[src/rtl/gpmc_pkg.sv]
// Shared types and constants for the GPMC device-side bus sequencer.
package gpmc_pkg;

    typedef enum logic [2:0] {
        IDLE,
        ADDR,
        STROBE,
        RD_REQ,
        RD_HOLD,
        WR_DATA,
        WR_REQ,
        DONE
    } gpmc_state_e;

    localparam logic [15:0] RD_ERR_DATA_DEFAULT = 16'hDEAD;

    function automatic int CS_IDX_W(input int n);
        return (n > 1) ? $clog2(n) : 1;
    endfunction

endpackage

[src/rtl/gpmc_pin_sync.sv]
// Two-flop synchronizer for a bundle of asynchronous pins, with rise/fall
// pulses derived from the synchronized value.
module gpmc_pin_sync #(
    parameter int               WIDTH   = 1,
    parameter logic [WIDTH-1:0] RST_VAL = '0
) (
    input  logic             clk,
    input  logic             rst,
    input  logic [WIDTH-1:0] d,
    output logic [WIDTH-1:0] q,
    output logic [WIDTH-1:0] rise,
    output logic [WIDTH-1:0] fall
);

    logic [WIDTH-1:0] meta_q, meta_d;
    logic [WIDTH-1:0] sync_q, sync_d;
    logic [WIDTH-1:0] prev_q, prev_d;

    always_comb begin
        meta_d = d;
        sync_d = meta_q;
        prev_d = sync_q;
    end

    always_ff @(posedge clk) begin
        if (rst) begin
            meta_q <= RST_VAL;
            sync_q <= RST_VAL;
            prev_q <= RST_VAL;
        end else begin
            meta_q <= meta_d;
            sync_q <= sync_d;
            prev_q <= prev_d;
        end
    end

    assign q    = sync_q;
    assign rise = sync_q & ~prev_q;
    assign fall = ~sync_q & prev_q;

endmodule

[src/rtl/gpmc_bus_sequencer.sv]
// Decodes synchronized GPMC chip-select accesses into single requests on the
// internal register bus, stalling the host through gpmc_wait until completion.
module gpmc_bus_sequencer
    import gpmc_pkg::*;
#(
    parameter int                    ADDR_WIDTH      = 16,
    parameter int                    DATA_WIDTH      = 16,
    parameter int                    CS_COUNT        = 8,
    parameter int                    TIMEOUT_CYCLES  = 255,
    parameter int                    WAIT_ACTIVE_LOW = 1,
    parameter logic [DATA_WIDTH-1:0] RD_ERR_DATA     = DATA_WIDTH'(RD_ERR_DATA_DEFAULT)
) (
    input  logic                          clk,
    input  logic                          rst,
    input  logic [ADDR_WIDTH-1:0]         gpmc_addr,
    input  logic [DATA_WIDTH-1:0]         gpmc_data_i,
    output logic [DATA_WIDTH-1:0]         gpmc_data_o,
    output logic                          gpmc_data_oe,
    input  logic [CS_COUNT-1:0]           gpmc_cs_n,
    input  logic                          gpmc_adv_n,
    input  logic                          gpmc_oe_n,
    input  logic                          gpmc_we_n,
    input  logic [1:0]                    gpmc_be_n,
    output logic                          gpmc_wait,
    output logic                          bus_req,
    output logic                          bus_we,
    output logic [CS_IDX_W(CS_COUNT)-1:0] bus_cs,
    output logic [ADDR_WIDTH-1:0]         bus_addr,
    output logic [DATA_WIDTH-1:0]         bus_wdata,
    output logic [1:0]                    bus_be,
    input  logic                          bus_ack,
    input  logic [DATA_WIDTH-1:0]         bus_rdata,
    output logic                          err_timeout,
    output logic                          err_multi_cs
);

    localparam int CS_W     = CS_IDX_W(CS_COUNT);
    localparam int CNT_W    = $clog2(TIMEOUT_CYCLES + 1);
    localparam int CTRL_W   = CS_COUNT + 3;
    localparam int DSYNC_W  = ADDR_WIDTH + DATA_WIDTH + 2;
    localparam logic [CNT_W-1:0] CNT_LAST = CNT_W'(TIMEOUT_CYCLES - 1);

    logic [CTRL_W-1:0]  ctrl_s, ctrl_rise, ctrl_fall;
    logic [DSYNC_W-1:0] dsync_s, dsync_rise, dsync_fall;

    gpmc_pin_sync #(
        .WIDTH   (CTRL_W),
        .RST_VAL ({CTRL_W{1'b1}})
    ) u_ctrl_sync (
        .clk  (clk),
        .rst  (rst),
        .d    ({gpmc_cs_n, gpmc_adv_n, gpmc_oe_n, gpmc_we_n}),
        .q    (ctrl_s),
        .rise (ctrl_rise),
        .fall (ctrl_fall)
    );

    gpmc_pin_sync #(
        .WIDTH   (DSYNC_W),
        .RST_VAL ('0)
    ) u_data_sync (
        .clk  (clk),
        .rst  (rst),
        .d    ({gpmc_addr, gpmc_data_i, gpmc_be_n}),
        .q    (dsync_s),
        .rise (dsync_rise),
        .fall (dsync_fall)
    );

    logic [CS_COUNT-1:0]   cs_n_s;
    logic                  adv_n_s, oe_n_s, we_n_s;
    logic                  cs_fall_any, adv_fall, we_rise;
    logic [ADDR_WIDTH-1:0] addr_s;
    logic [DATA_WIDTH-1:0] data_i_s;
    logic [1:0]            be_n_s;
    logic                  unused_edges;

    assign cs_n_s       = ctrl_s[CTRL_W-1:3];
    assign adv_n_s      = ctrl_s[2];
    assign oe_n_s       = ctrl_s[1];
    assign we_n_s       = ctrl_s[0];
    assign cs_fall_any  = |ctrl_fall[CTRL_W-1:3];
    assign adv_fall     = ctrl_fall[2];
    assign we_rise      = ctrl_rise[0];
    assign addr_s       = dsync_s[DSYNC_W-1:DATA_WIDTH+2];
    assign data_i_s     = dsync_s[DATA_WIDTH+1:2];
    assign be_n_s       = dsync_s[1:0];
    assign unused_edges = ^{ctrl_rise[CTRL_W-1:1], ctrl_fall[1:0], dsync_rise, dsync_fall};

    // Lowest-numbered active chip select wins; any second one flags a conflict.
    logic [CS_W-1:0] enc_idx;
    logic            enc_found, enc_multi;

    always_comb begin
        enc_idx   = '0;
        enc_found = 1'b0;
        enc_multi = 1'b0;
        for (int unsigned i = 0; i < CS_COUNT; i++) begin
            if (!cs_n_s[i]) begin
                if (enc_found) begin
                    enc_multi = 1'b1;
                end else begin
                    enc_idx   = CS_W'(i);
                    enc_found = 1'b1;
                end
            end
        end
    end

    gpmc_state_e           state_q, state_d;
    logic [CS_W-1:0]       bus_cs_q, bus_cs_d;
    logic [ADDR_WIDTH-1:0] bus_addr_q, bus_addr_d;
    logic [DATA_WIDTH-1:0] bus_wdata_q, bus_wdata_d;
    logic [1:0]            bus_be_q, bus_be_d;
    logic [DATA_WIDTH-1:0] data_o_q, data_o_d;
    logic [CNT_W-1:0]      cnt_q, cnt_d;
    logic                  err_to_q, err_to_d;
    logic                  err_multi_q, err_multi_d;
    logic                  cs_sel_n;
    logic                  stall;

    assign cs_sel_n = cs_n_s[bus_cs_q];

    always_ff @(posedge clk) begin
        if (rst) begin
            state_q     <= IDLE;
            bus_cs_q    <= '0;
            bus_addr_q  <= '0;
            bus_wdata_q <= '0;
            bus_be_q    <= '0;
            data_o_q    <= '0;
            cnt_q       <= '0;
            err_to_q    <= 1'b0;
            err_multi_q <= 1'b0;
        end else begin
            state_q     <= state_d;
            bus_cs_q    <= bus_cs_d;
            bus_addr_q  <= bus_addr_d;
            bus_wdata_q <= bus_wdata_d;
            bus_be_q    <= bus_be_d;
            data_o_q    <= data_o_d;
            cnt_q       <= cnt_d;
            err_to_q    <= err_to_d;
            err_multi_q <= err_multi_d;
        end
    end

    always_comb begin
        state_d     = state_q;
        bus_cs_d    = bus_cs_q;
        bus_addr_d  = bus_addr_q;
        bus_wdata_d = bus_wdata_q;
        bus_be_d    = bus_be_q;
        data_o_d    = data_o_q;
        cnt_d       = cnt_q;
        err_to_d    = err_to_q;
        err_multi_d = err_multi_q;
        case (state_q)
            IDLE: begin
                if (cs_fall_any) begin
                    state_d  = ADDR;
                    bus_cs_d = enc_idx;
                    if (enc_multi) err_multi_d = 1'b1;
                end
            end
            ADDR: begin
                if (cs_sel_n) begin
                    state_d = IDLE;
                end else if (adv_n_s) begin
                    bus_addr_d = addr_s;
                    bus_be_d   = ~be_n_s;
                    state_d    = STROBE;
                end
            end
            STROBE: begin
                if (!oe_n_s) begin
                    state_d = RD_REQ;
                    cnt_d   = '0;
                end else if (!we_n_s) begin
                    state_d = WR_DATA;
                end else if (cs_sel_n) begin
                    state_d = IDLE;
                end
            end
            RD_REQ: begin
                if (bus_ack) begin
                    data_o_d = bus_rdata;
                    state_d  = RD_HOLD;
                end else if (cnt_q == CNT_LAST) begin
                    data_o_d = RD_ERR_DATA;
                    err_to_d = 1'b1;
                    state_d  = RD_HOLD;
                end else begin
                    cnt_d = cnt_q + CNT_W'(1);
                end
            end
            RD_HOLD: begin
                if (oe_n_s) state_d = DONE;
            end
            WR_DATA: begin
                if (we_rise) begin
                    bus_wdata_d = data_i_s;
                    cnt_d       = '0;
                    state_d     = WR_REQ;
                end
            end
            WR_REQ: begin
                if (bus_ack) begin
                    state_d = DONE;
                end else if (cnt_q == CNT_LAST) begin
                    err_to_d = 1'b1;
                    state_d  = DONE;
                end else begin
                    cnt_d = cnt_q + CNT_W'(1);
                end
            end
            DONE: begin
                if (cs_sel_n) begin
                    state_d = IDLE;
                end else if (adv_fall) begin
                    state_d = ADDR;
                end
            end
            default: state_d = IDLE;
        endcase
    end

    always_comb begin
        stall        = 1'b0;
        bus_req      = 1'b0;
        bus_we       = 1'b0;
        gpmc_data_oe = 1'b0;
        case (state_q)
            RD_REQ: begin
                stall   = 1'b1;
                bus_req = 1'b1;
            end
            WR_DATA: stall = 1'b1;
            WR_REQ: begin
                stall   = 1'b1;
                bus_req = 1'b1;
                bus_we  = 1'b1;
            end
            RD_HOLD: gpmc_data_oe = 1'b1;
            default: ;
        endcase
    end

    assign gpmc_wait    = (WAIT_ACTIVE_LOW != 0) ? ~stall : stall;
    assign gpmc_data_o  = data_o_q;
    assign bus_cs       = bus_cs_q;
    assign bus_addr     = bus_addr_q;
    assign bus_wdata    = bus_wdata_q;
    assign bus_be       = bus_be_q;
    assign err_timeout  = err_to_q;
    assign err_multi_cs = err_multi_q;

endmodule

[config.mk]
export PLATFORM = sky130hd
export DESIGN_NAME = gpmc_bus_sequencer
export DESIGN_NICKNAME = d
export VERILOG_FILES = /design/src/rtl/gpmc_pkg.sv /design/src/rtl/gpmc_pin_sync.sv /design/src/rtl/gpmc_bus_sequencer.sv
export SDC_FILE = /design/constraint.sdc
export NUM_CORES = 1
export LEC_CHECK = 0
export CAP_MARGIN = 10
export CORE_MARGIN = 2
export CORE_UTILIZATION = 49
export DETAILED_ROUTE_END_ITERATION = 16
export HOLD_SLACK_MARGIN = 0.02
export PLACE_DENSITY = 0.75
export SETUP_SLACK_MARGIN = 0.1
export SLEW_MARGIN = 20
export SYNTH_ARGS = -nofsm -noshare
export SYNTH_HDL_FRONTEND = slang
export SYNTH_SLANG_ARGS = --single-unit
[constraint.sdc]
create_clock -name clk -period 2.7 [get_ports clk]
set_clock_uncertainty 0.15 [all_clocks]
set_input_delay 0.405 -clock clk [delete_from_list [all_inputs] [get_ports clk]]
set_output_delay 0.405 -clock clk [all_outputs]
set_load 0.05 [all_outputs]
==> results.toml, run 1 <==
# implementation run metrics
[placement]
dp_cells = 805

[cells_and_area]
nNonClkInverters = 8
regArea_sq_mm = 0.003327
area_delta_synth_final_pct = 34.98
bufAreaShareNonClock = 0.1749
drive_above_1_share = 0.1162

[power_and_ir_drop]
p_clk_frac = 0.391
switching_share = 0.2556
powerDensity_mw_per_mm2 = 791.4
powerComb_mw = 0.936
top_power_group = "sequential cells"

[die]
fp.dieW_um = 110.7

[synthesis]
yosysTopAreaCellShare = 0.5959
yosys-mux-area-fraction = 0.04128
synth_cells = 561

[route]
dr.pass1.iters = 4
drt_iter0_drc = 219
drc = 0

[setup_path]
startpoint_type = "register"
end_kind = "register"
cp_cell_sequence = "mux4_2 > mux2_4 > or4b_1 > buf_6 > or2_0 > a21oi_1"
critPathMaxFanout = 20
cpLargestDelayFamily = "multiplexers"

[clocking]
postCtsHoldBufs = 0

[sta]
fin_crit_sh = 0.9132

[outcome]
status = "finished, final reports clean"

[global_routing]
antenna_found_initial = 0
-- run 1: final timing paths --
check	cells after the start	slack, ns	startpoint	to
max	6	0.23	bus_cs[0]	bus_be[0]
min	1	0.26	u_ctrl_sync.meta_q[5]	u_ctrl_sync.q[5]
min reg2reg	1	0.26	u_ctrl_sync.meta_q[5]	u_ctrl_sync.q[5]
max reg2reg	6	0.23	bus_cs[0]	bus_be[0]
-- run 1: layer usage --
| metal | vias up | wire, um | GRT usage | part of all wire |
|---|---|---|---|---|
| li1 | 2096 | - | - | - |
| met1 | 1813 | 5059 | 0.2320 | 0.46 |
| met2 | 124 | 5214 | 0.2978 | 0.47 |
| met3 | 7 | 711 | 0.07272 | 0.064 |
| met4 | 0 | 106 | 0.06333 | 0.0096 |
| met5 | - | 0 | 0 | 0 |
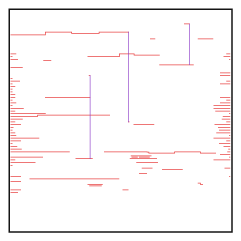
(run_1/wires.png)
(2 px per um) Two of the layers only.
| color | layer | wire length |
|---|---|---|
| red | metal 3 | 712 um |
| purple | metal 4 | 107 um |
drt total wl: 11090 um
global-route usage over all layers: 0.1867
Avg WL per Cell: 13.25 um
Vias: 4040

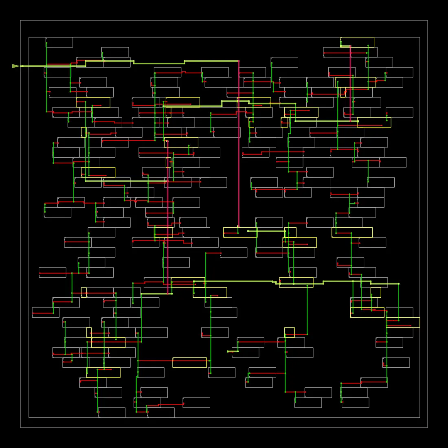
(run_1/clocks.png)
clk_lat worst skew: 0.42 ns
FFs & Latches: 166
Num CTS Buffers: 17
Power Clock: 2.33 mW

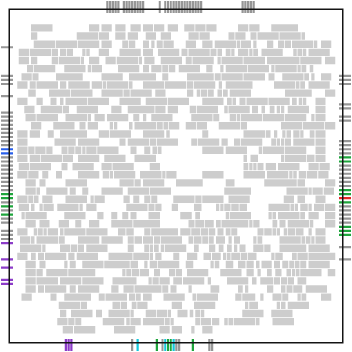
(run_1/io_placement.png)
(3 px per um) Pins as bars across the die edge, other pins in gray.
| color | port | pins | direction | edge |
|---|---|---|---|---|
| red | `err_timeout` | 1 | output | right |
| purple | `gpmc_cs_n` | 8 | input | 5 left, 3 bottom |
| blue | `gpmc_be_n` | 2 | input | left |
| cyan | `bus_cs` | 3 | output | bottom |
| green | `bus_rdata` | 16 | input | 8 right, 4 bottom, 4 left |

==> run_1/logic_types.png <==
(3 px per um)
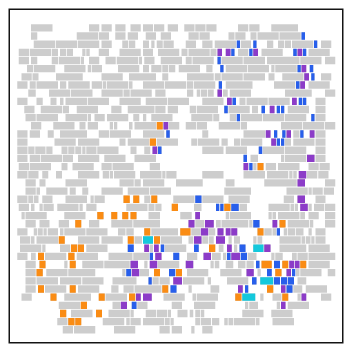

## Run 2: what changed since run 1
--- a/config.mk
+++ b/config.mk
@@ -7,10 +7,10 @@
 export LEC_CHECK = 0
 export CAP_MARGIN = 10
 export CORE_MARGIN = 2
-export CORE_UTILIZATION = 49
+export CORE_UTILIZATION = 25
 export DETAILED_ROUTE_END_ITERATION = 16
 export HOLD_SLACK_MARGIN = 0.02
-export PLACE_DENSITY = 0.75
+export PLACE_DENSITY = 0.44
 export SETUP_SLACK_MARGIN = 0.1
 export SLEW_MARGIN = 20
 export SYNTH_ARGS = -nofsm -noshare
==> constraint.sdc (replaced) <==
create_clock -name clk -period 2.1 [get_ports clk]
set_clock_uncertainty 0.15 [all_clocks]
set_input_delay 0.315 -clock clk [delete_from_list [all_inputs] [get_ports clk]]
set_output_delay 0.315 -clock clk [all_outputs]
set_load 0.05 [all_outputs]
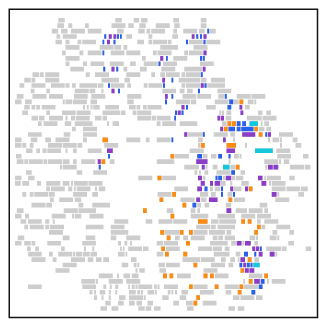
(run_2/logic_types.png)
(2 px per um)
| color | family | cells |
|---|---|---|
| cyan | adder and majority cells | 4 |
| purple | inverting AOI/OAI gates | 56 |
| blue | NAND gates | 63 |
| orange | AND and OR gates | 48 |
dominant logic cell type in the layout: dfxtp_1
multi-input combinational area share: 0.2769

==> results.toml, run 2 <==
# implementation run metrics
[setup_path]
rrSetupSlack_ns = -0.31
regToRegStartpoint = "bus_cs[0]"
end_kind = "register"
cpLargestDelayFamily = "multiplexers"
startpoint_type = "register"
ff2ff_path_depth = 6
crit_path_end = "bus_be[0]"
cp.depth = 6
startpoint = "bus_cs[0]"
critPathMaxFanout = 20

[route]
via_count = 4161
wl_per_cell_um = 13.04
dr.pass1.iters = 4
highest_layer = "met4"
drt_iter0_drc = 155
wirelength_um = 13040
wl_met3_um = 579
wl_met1_um = 5804
drc = 0

[synthesis]
yosysTopAreaCellShare = 0.5959
synth_cells = 561
yosys-mux-area-fraction = 0.04128

[global_routing]
busiest_layer = "met2"
antenna_found_initial = 0
use_met1 = 0.1415
grt_use_total = 0.1157

[cells_and_area]
drive_above_1_share = 0.1861
regArea_sq_mm = 0.003331

[power_and_ir_drop]
powerComb_mw = 1.50
top_power_group = "sequential cells"
powerDensity_mw_per_mm2 = 991.8
clock_net_power_mw = 3.03

[sta]
fin_crit_sh = 1.146
layout_setup_ws_ns = -0.3065
setup-violations-final = 21

[die]
fp.dieW_um = 153.4

[outcome]
violations = "setup timing"
status = "finished with violations"

[clocking]
postCtsHoldBufs = 0

[hold_path]
min_to = "u_data_sync.q[22]"
==> run 2: netlist changes by cell type in the layout (fill, tap and decap cells not counted), moves of 2 or more <==
| cell | change |
|---|---|
| nor2_4 | +3 |
| dfxtp_2 | +3 |
| or4b_4 | +2 |
| buf_4 | +23 |
| nand3_1 | -2 |
| nor2_1 | -3 |
| clkinvlp_4 | +4 |
| clkbuf_8 | +2 |
| buf_12 | +6 |
| dfxtp_1 | -3 |
| clkdlybuf4s50_1 | -55 |
| clkbuf_1 | -6 |
| dlygate4sd2_1 | +50 |
==> run 2: repair_timing <==
action / in CTS / in global routing
resized: 61 / 16
pin swaps: 4 / 9
buffers inserted: 0 / 3
setup endpoints to repair: 82 / 35
## Run 3: what changed since run 2
--- a/config.mk
+++ b/config.mk
@@ -9,7 +9,7 @@
 export CORE_MARGIN = 2
 export CORE_UTILIZATION = 25
 export DETAILED_ROUTE_END_ITERATION = 16
-export HOLD_SLACK_MARGIN = 0.02
+export HOLD_SLACK_MARGIN = 0.12
 export PLACE_DENSITY = 0.44
 export SETUP_SLACK_MARGIN = 0.1
 export SLEW_MARGIN = 20
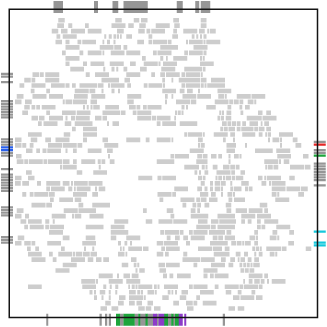
(run_3/io_placement.png)
(2 px per um) Pins as bars across the die edge, other pins in gray.
| color | port | pins | direction | edge |
|---|---|---|---|---|
| green | `bus_rdata` | 16 | input | 15 bottom, 1 right |
| cyan | `bus_cs` | 3 | output | right |
| purple | `gpmc_cs_n` | 8 | input | bottom |
| red | `err_timeout` | 1 | output | right |
| blue | `gpmc_be_n` | 2 | input | left |
all pins by edge: 42 bottom, 33 top, 32 left, 16 right

==> results.toml, run 3 <==
# implementation run metrics
[setup_path]
worstReg2RegEnd = "bus_be[0]"
end_kind = "register"
startpoint = "bus_cs[0]"
regToRegStartpoint = "bus_cs[0]"
cp_cell_sequence = "mux4_2 > mux2_4 > or4b_4 > buf_12 > or2_0 > a21oi_1"
startpoint_type = "register"
critPathMaxFanout = 20
rrSetupSlack_ns = -0.31

[cells_and_area]
nNonClkInverters = 8
seq_cell_count = 166
bufAreaShareNonClock = 0.1867
lay_top_count = "dfxtp_1"
regArea_sq_mm = 0.003331
comb_share = 0.2769

[route]
dr.pass1.iters = 4
drc = 0
met2_length_um = 6471
highest_layer = "met4"
wirelength_um = 13040
wl_met3_um = 579
via_count = 4161
wl_met1_um = 5804

[clocking]
insertion_delay_ns = 0.41
cts-resized-gates = 61
numCtsBuffers = 17
cts_setup_buffers = 0

[synthesis]
yosys-mux-area-fraction = 0.04128
yosysTopAreaCellShare = 0.5959
synth_cells = 561

[hold_path]
min_to = "u_data_sync.q[22]"
min_path_cells = 2

[global_routing]
gr-usage-met2 = 0.1873
use_met1 = 0.1415
use_met3 = 0.03544
busiest_layer = "met2"

[power_and_ir_drop]
p_clk_frac = 0.381
switching_share = 0.2706
powerComb_mw = 1.50
powerDensity_mw_per_mm2 = 991.8
top_power_group = "sequential cells"

[outcome]
status = "finished with violations"
violations = "setup timing"

[sta]
layout_setup_ws_ns = -0.3065
setup-violations-final = 21
fin_crit_sh = 1.146
## run 3: cell counts after synthesis
Identical to the previous run, type by type.
## run 3: worst register-to-register path: stages, from the launching register on
cell and delay, ns:
dfxtp_4 0.37, mux4_2 0.49, mux2_4 0.29, or4b_4 0.52
buf_12 0.19, or2_0 0.21, a21oi_1 0.14
## run 3: worst max-delay path by stage
stage / to / slack (ns)
final: bus_be[0] / -0.31
after global routing: bus_be[0] / -0.38
after CTS: bus_be[0] / -0.32
after detailed placement: bus_be[0] / -0.36
after global placement: bus_be[0] / -0.38
after floorplan: bus_be[0] / -0.38

==> layout pictures side by side <==
Routed clock nets over the placement.
shot_01.png
(3 px per um)
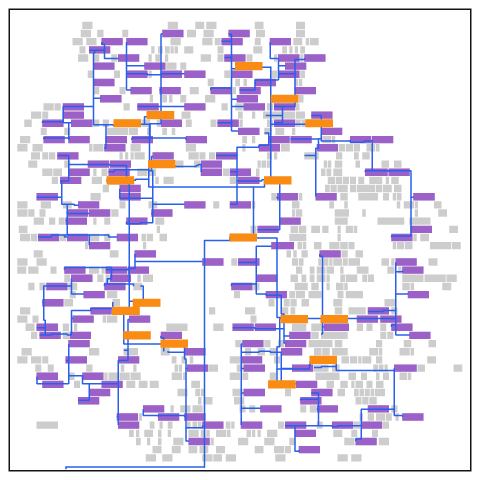
shot_02.png
(4 px per um)
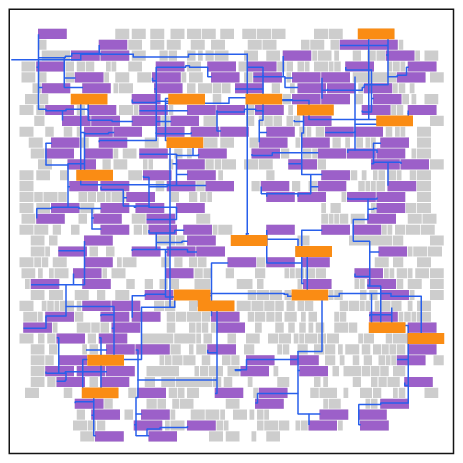
| from | picture |
|---|---|
| run 1 | shot_02.png |
| run 2 | shot_01.png |

Key to shot_01.png:
[purple] flip-flops | count: 166
[orange] clock drivers | count: 17
[blue] clock wires | length: 1970 um
routed clock nets: 18
flops lie: spread over the die

Power figures rest on the tool's default switching activity, not on a simulated workload.
